### Selected gate families

Drawn at 10 px/µm.
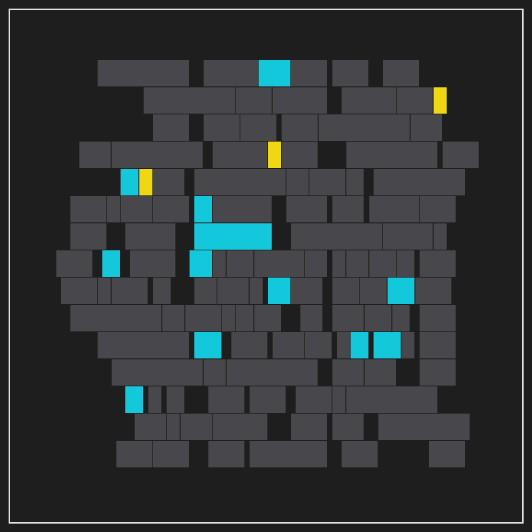
### Metal 3

Drawn at 6 px/µm.
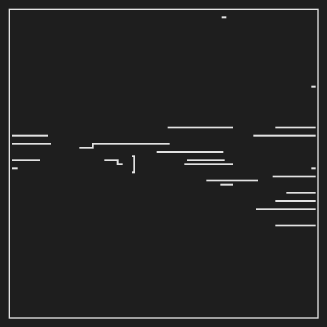
### Cells by drive strength

Drawn at 10 px/µm.
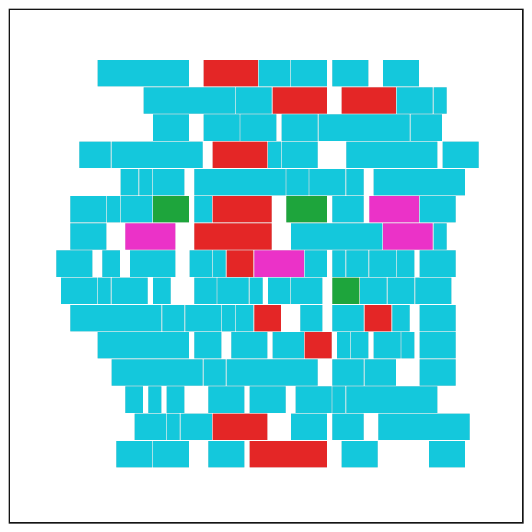
[src/rtl/fifo_read_ctrl_pkg.sv]
// Shared FIFO definitions: storage geometry, read-side state type and pointer arithmetic.
package fifo_pkg;

  localparam int FIFO_DATA_W = 4;
  localparam int FIFO_ADDR_W = 8;
  localparam int FIFO_PTR_W  = FIFO_ADDR_W + 1;

  typedef enum logic {
    IDLE  = 1'b0,
    VALID = 1'b1
  } rd_state_e;

  // Occupancy between two wrap-bit pointers; modulo arithmetic keeps it correct across wrap.
  function automatic logic [FIFO_PTR_W-1:0] ptr_diff(input logic [FIFO_PTR_W-1:0] wptr,
                                                     input logic [FIFO_PTR_W-1:0] rptr);
    return wptr - rptr;
  endfunction

endpackage

[src/rtl/fifo_read_ctrl_if.sv]
// Output stream of the FIFO read side: registered word with valid/ready handshake.
interface fifo_read_ctrl_if #(
  parameter int DATA_W = 4
);
  logic [DATA_W-1:0] dout;
  logic              dout_valid;
  logic              dout_ready;

  modport master (output dout, output dout_valid, input dout_ready);
  modport slave  (input dout, input dout_valid, output dout_ready);
endinterface

[src/rtl/fifo_read_ctrl.sv]
// Read-side controller of the FIFO: owns rPtr, derives empty, presents a registered stream.
// Optional occupancy outputs (rd_level, almost_empty) are built when FIFO_RD_LEVEL_EN is defined.
module fifo_read_ctrl
  import fifo_pkg::*;
#(
  parameter int DATA_W = FIFO_DATA_W,
  parameter int ADDR_W = FIFO_ADDR_W,
  parameter int PTR_W  = ADDR_W + 1
) (
  input  logic              clk,
  input  logic              rst,
  input  logic [PTR_W-1:0]  wPtr,
  output logic [PTR_W-1:0]  rPtr,
  input  logic [DATA_W-1:0] mem_rdata,
  input  logic              flush,
  output logic              empty,
  fifo_read_ctrl_if.master  rd
`ifdef FIFO_RD_LEVEL_EN
  ,
  output logic [PTR_W:0]    rd_level,
  output logic              almost_empty
`endif
);

  rd_state_e         state, state_nxt;
  logic              fetch;
  logic [DATA_W-1:0] dout_p0;

  assign empty         = (wPtr == rPtr);
  assign rd.dout       = dout_p0;
  assign rd.dout_valid = (state == VALID);

  // Flush suppresses the fetch so the read pointer can be reloaded from wPtr.
  always_comb begin
    fetch     = 1'b0;
    state_nxt = state;
    if (flush) begin
      state_nxt = IDLE;
    end else begin
      fetch = !empty && ((state == IDLE) || rd.dout_ready);
      case (state)
        IDLE:    if (fetch) state_nxt = VALID;
        VALID:   if (rd.dout_ready) state_nxt = fetch ? VALID : IDLE;
        default: state_nxt = IDLE;
      endcase
    end
  end

  always_ff @(posedge clk or posedge rst) begin
    if (rst) begin
      state <= IDLE;
    end else begin
      state <= state_nxt;
    end
  end

  // Stage p0: fetched word and read pointer
  always_ff @(posedge clk or posedge rst) begin
    if (rst) begin
      rPtr    <= '0;
      dout_p0 <= '0;
    end else if (flush) begin
      rPtr    <= wPtr;
    end else if (fetch) begin
      rPtr    <= rPtr + PTR_W'(1);
      dout_p0 <= mem_rdata;
    end
  end

`ifdef FIFO_RD_LEVEL_EN
  // The held output word counts toward the level even though empty ignores it.
  always_ff @(posedge clk or posedge rst) begin
    if (rst) begin
      rd_level <= '0;
    end else begin
      rd_level <= {1'b0, ptr_diff(wPtr, rPtr)} + {{PTR_W{1'b0}}, rd.dout_valid};
    end
  end

  assign almost_empty = (rd_level <= (PTR_W+1)'(2));
`endif

endmodule

[src/flat_wrapper.sv]
// flat-port wrapper written by rule: the top's interface ports become plain ports
module fifo_read_ctrl_flat import fifo_pkg::*;
#(
  parameter int DATA_W = FIFO_DATA_W,
  parameter int ADDR_W = FIFO_ADDR_W,
  parameter int PTR_W  = ADDR_W + 1
)
  (clk, rst, wPtr, rPtr, mem_rdata, flush, empty, rd_dout, rd_dout_valid, rd_dout_ready);
  fifo_read_ctrl_if #(.DATA_W(DATA_W)) rd_i ();
  input  logic clk;
  input  logic rst;
  input  logic [PTR_W-1:0] wPtr;
  output logic [PTR_W-1:0] rPtr;
  input  logic [DATA_W-1:0] mem_rdata;
  input  logic flush;
  output logic empty;
  output wire logic [$bits(rd_i.dout)-1:0] rd_dout;
  output wire logic [$bits(rd_i.dout_valid)-1:0] rd_dout_valid;
  input wire logic [$bits(rd_i.dout_ready)-1:0] rd_dout_ready;
  assign rd_dout = rd_i.dout;
  assign rd_dout_valid = rd_i.dout_valid;
  assign rd_i.dout_ready = rd_dout_ready;
  fifo_read_ctrl #(.DATA_W(DATA_W), .ADDR_W(ADDR_W), .PTR_W(PTR_W)) u_core (.clk(clk), .rst(rst), .wPtr(wPtr), .rPtr(rPtr), .mem_rdata(mem_rdata), .flush(flush), .empty(empty), .rd(rd_i));
endmodule
[config.mk]
export PLATFORM = sky130hd
export DESIGN_NAME = fifo_read_ctrl_flat
export DESIGN_NICKNAME = d
export VERILOG_FILES = /design/src/rtl/fifo_read_ctrl_pkg.sv /design/src/rtl/fifo_read_ctrl_if.sv /design/src/rtl/fifo_read_ctrl.sv /design/src/flat_wrapper.sv
export SDC_FILE = /design/constraint.sdc
export NUM_CORES = 1
export LEC_CHECK = 0
export CAP_MARGIN = 40
export CORE_MARGIN = 4
export CORE_UTILIZATION = 49
export CTS_BUF_LIST = sky130_fd_sc_hd__clkbuf_8
export CTS_CLUSTER_DIAMETER = 150
export CTS_CLUSTER_SIZE = 12
export DETAILED_ROUTE_END_ITERATION = 7
export PLACE_DENSITY = 0.92
export SYNTH_ARGS = -nofsm -noshare
export SYNTH_HDL_FRONTEND = slang
export SYNTH_SLANG_ARGS = --single-unit
[constraint.sdc]
create_clock -name clk -period 4.3 [get_ports clk]
set_input_delay 1.075 -clock clk [delete_from_list [all_inputs] [get_ports clk]]
set_output_delay 1.075 -clock clk [all_outputs]
set_load 0.02 [all_outputs]
==> COMMIT_EDITMSG <==
Store results of the implementation flow

- The fraction of final cell area spent on non-clock buffers in this run is 25.8%.
- The final timing report gives a worst setup slack of 0.380 ns.
- The flow ran to the end, and the final reports show no timing, DRC or antenna violations.
- Routing resource usage on met2 recorded by global route was 35.6%.
- During synthesis, Yosys emitted a total of 0 warnings.
- In the synthesized netlist the async set-or-reset flop fraction comes to 100%.
- TritonCTS built the clock tree.
* Worst max-slew margin expressed relative to the limit: 56.4%
- Wire segments on met2 add up to 1230 µm in the final route.
- Highest net fanout along the worst path: 2
* Clock root cell: sky130_fd_sc_hd__clkbuf_8
- Group drawing the most power: registers
- After Yosys synthesis, XOR and XNOR cells account for 12.4% of the synthesized area.
- According to the timing report, the data required time at the worst endpoint equals 3.22 ns.
* Mapped Nets: 105
* Fraction of the cycle the final worst path needs: 91.2%
* CLK BUF: 4
* Total cells reported by yosys after synthesis: 87
* Worst skew pair latency: 0.24 ns
- The timing report attributes the biggest portion of critical-path delay to buffers and inverters.
* Clock group: 128 µW
- Power in sequential cells: 169 µW
- Die x size: 51.2 µm
- Number of multi-input combinational cells: 67
- Final global-route overflow total: 0
* Chip area from the yosys synthesis statistics: 915 µm²
* Min-delay src: u_core.rd.dout[2]$_DFFE_PP0P_
- The critical path goes through clkdlybuf4s50_1 -> xor2_1 -> nor4_4 -> and3_1 -> clkdlybuf4s50_1.
- Share of final layout cell area taken by clock buffers and inverters: 4.17%
- H-tree depth: 1
- For this design the total switching power over the nets is 143 µW.
- Per the placement report, the placed cell count is 144.
- The number of global-route vias before repair was 818.
* Reg-to-reg critical path endpoint: u_core.rPtr[4]$_DFFE_PP0P_
- Final hold slack: 0.514 ns
* RR Startpoint: u_core.rPtr[5]$_DFFE_PP0P_
- Counting instances in the post-synthesis netlist gives the leading cell types as 14 x sky130_fd_sc_hd__dfrtp_1, 10 x sky130_fd_sc_hd__nand2_1, 10 x sky130_fd_sc_hd__xor2_1.
- Per report_power, the combinational group accounts for 34.3% of the total.
- Area used by sequential logic in the layout: 350 µm²
- Layout cell share with drive strength beyond 1: 15.4%
* Boundary Pins: 32
- Post-synthesis share of cell area spent on and, or, nand and nor gates: 21.6%
* Number of warnings the tools reported: 26
- Leaving out the clock tree, the finished layout contains an inverter count of 3.
- Layer with the highest usage after global routing: met2
* Area of the core: 1750 µm²
- Post-layout min period: 3.92 ns
- The final report lists a non-filler cell total of 148.
- Internal power comes to 309 µW.
- Final antenna diode count: 0
About 'Selected gate families':
[inv cells] yellow | cells: 3
[aoi and oai cells] cyan | cells: 12

About 'Metal 3':
wire length on this layer: 136 µm
main direction: horizontal
share of all routed wire: 5.8%
nets with wire on the layer: 21

About 'Cells by drive strength':
[x6 and larger] magenta | cells: 4 | share: 3.3%
[x3 and x4] red | cells: 12 | share: 9.8%
[x1 and smaller] cyan | cells: 104 | share: 85%
[x2] green | cells: 3 | share: 2.4%

Power figures rest on the tool's default switching activity, not on a simulated workload.
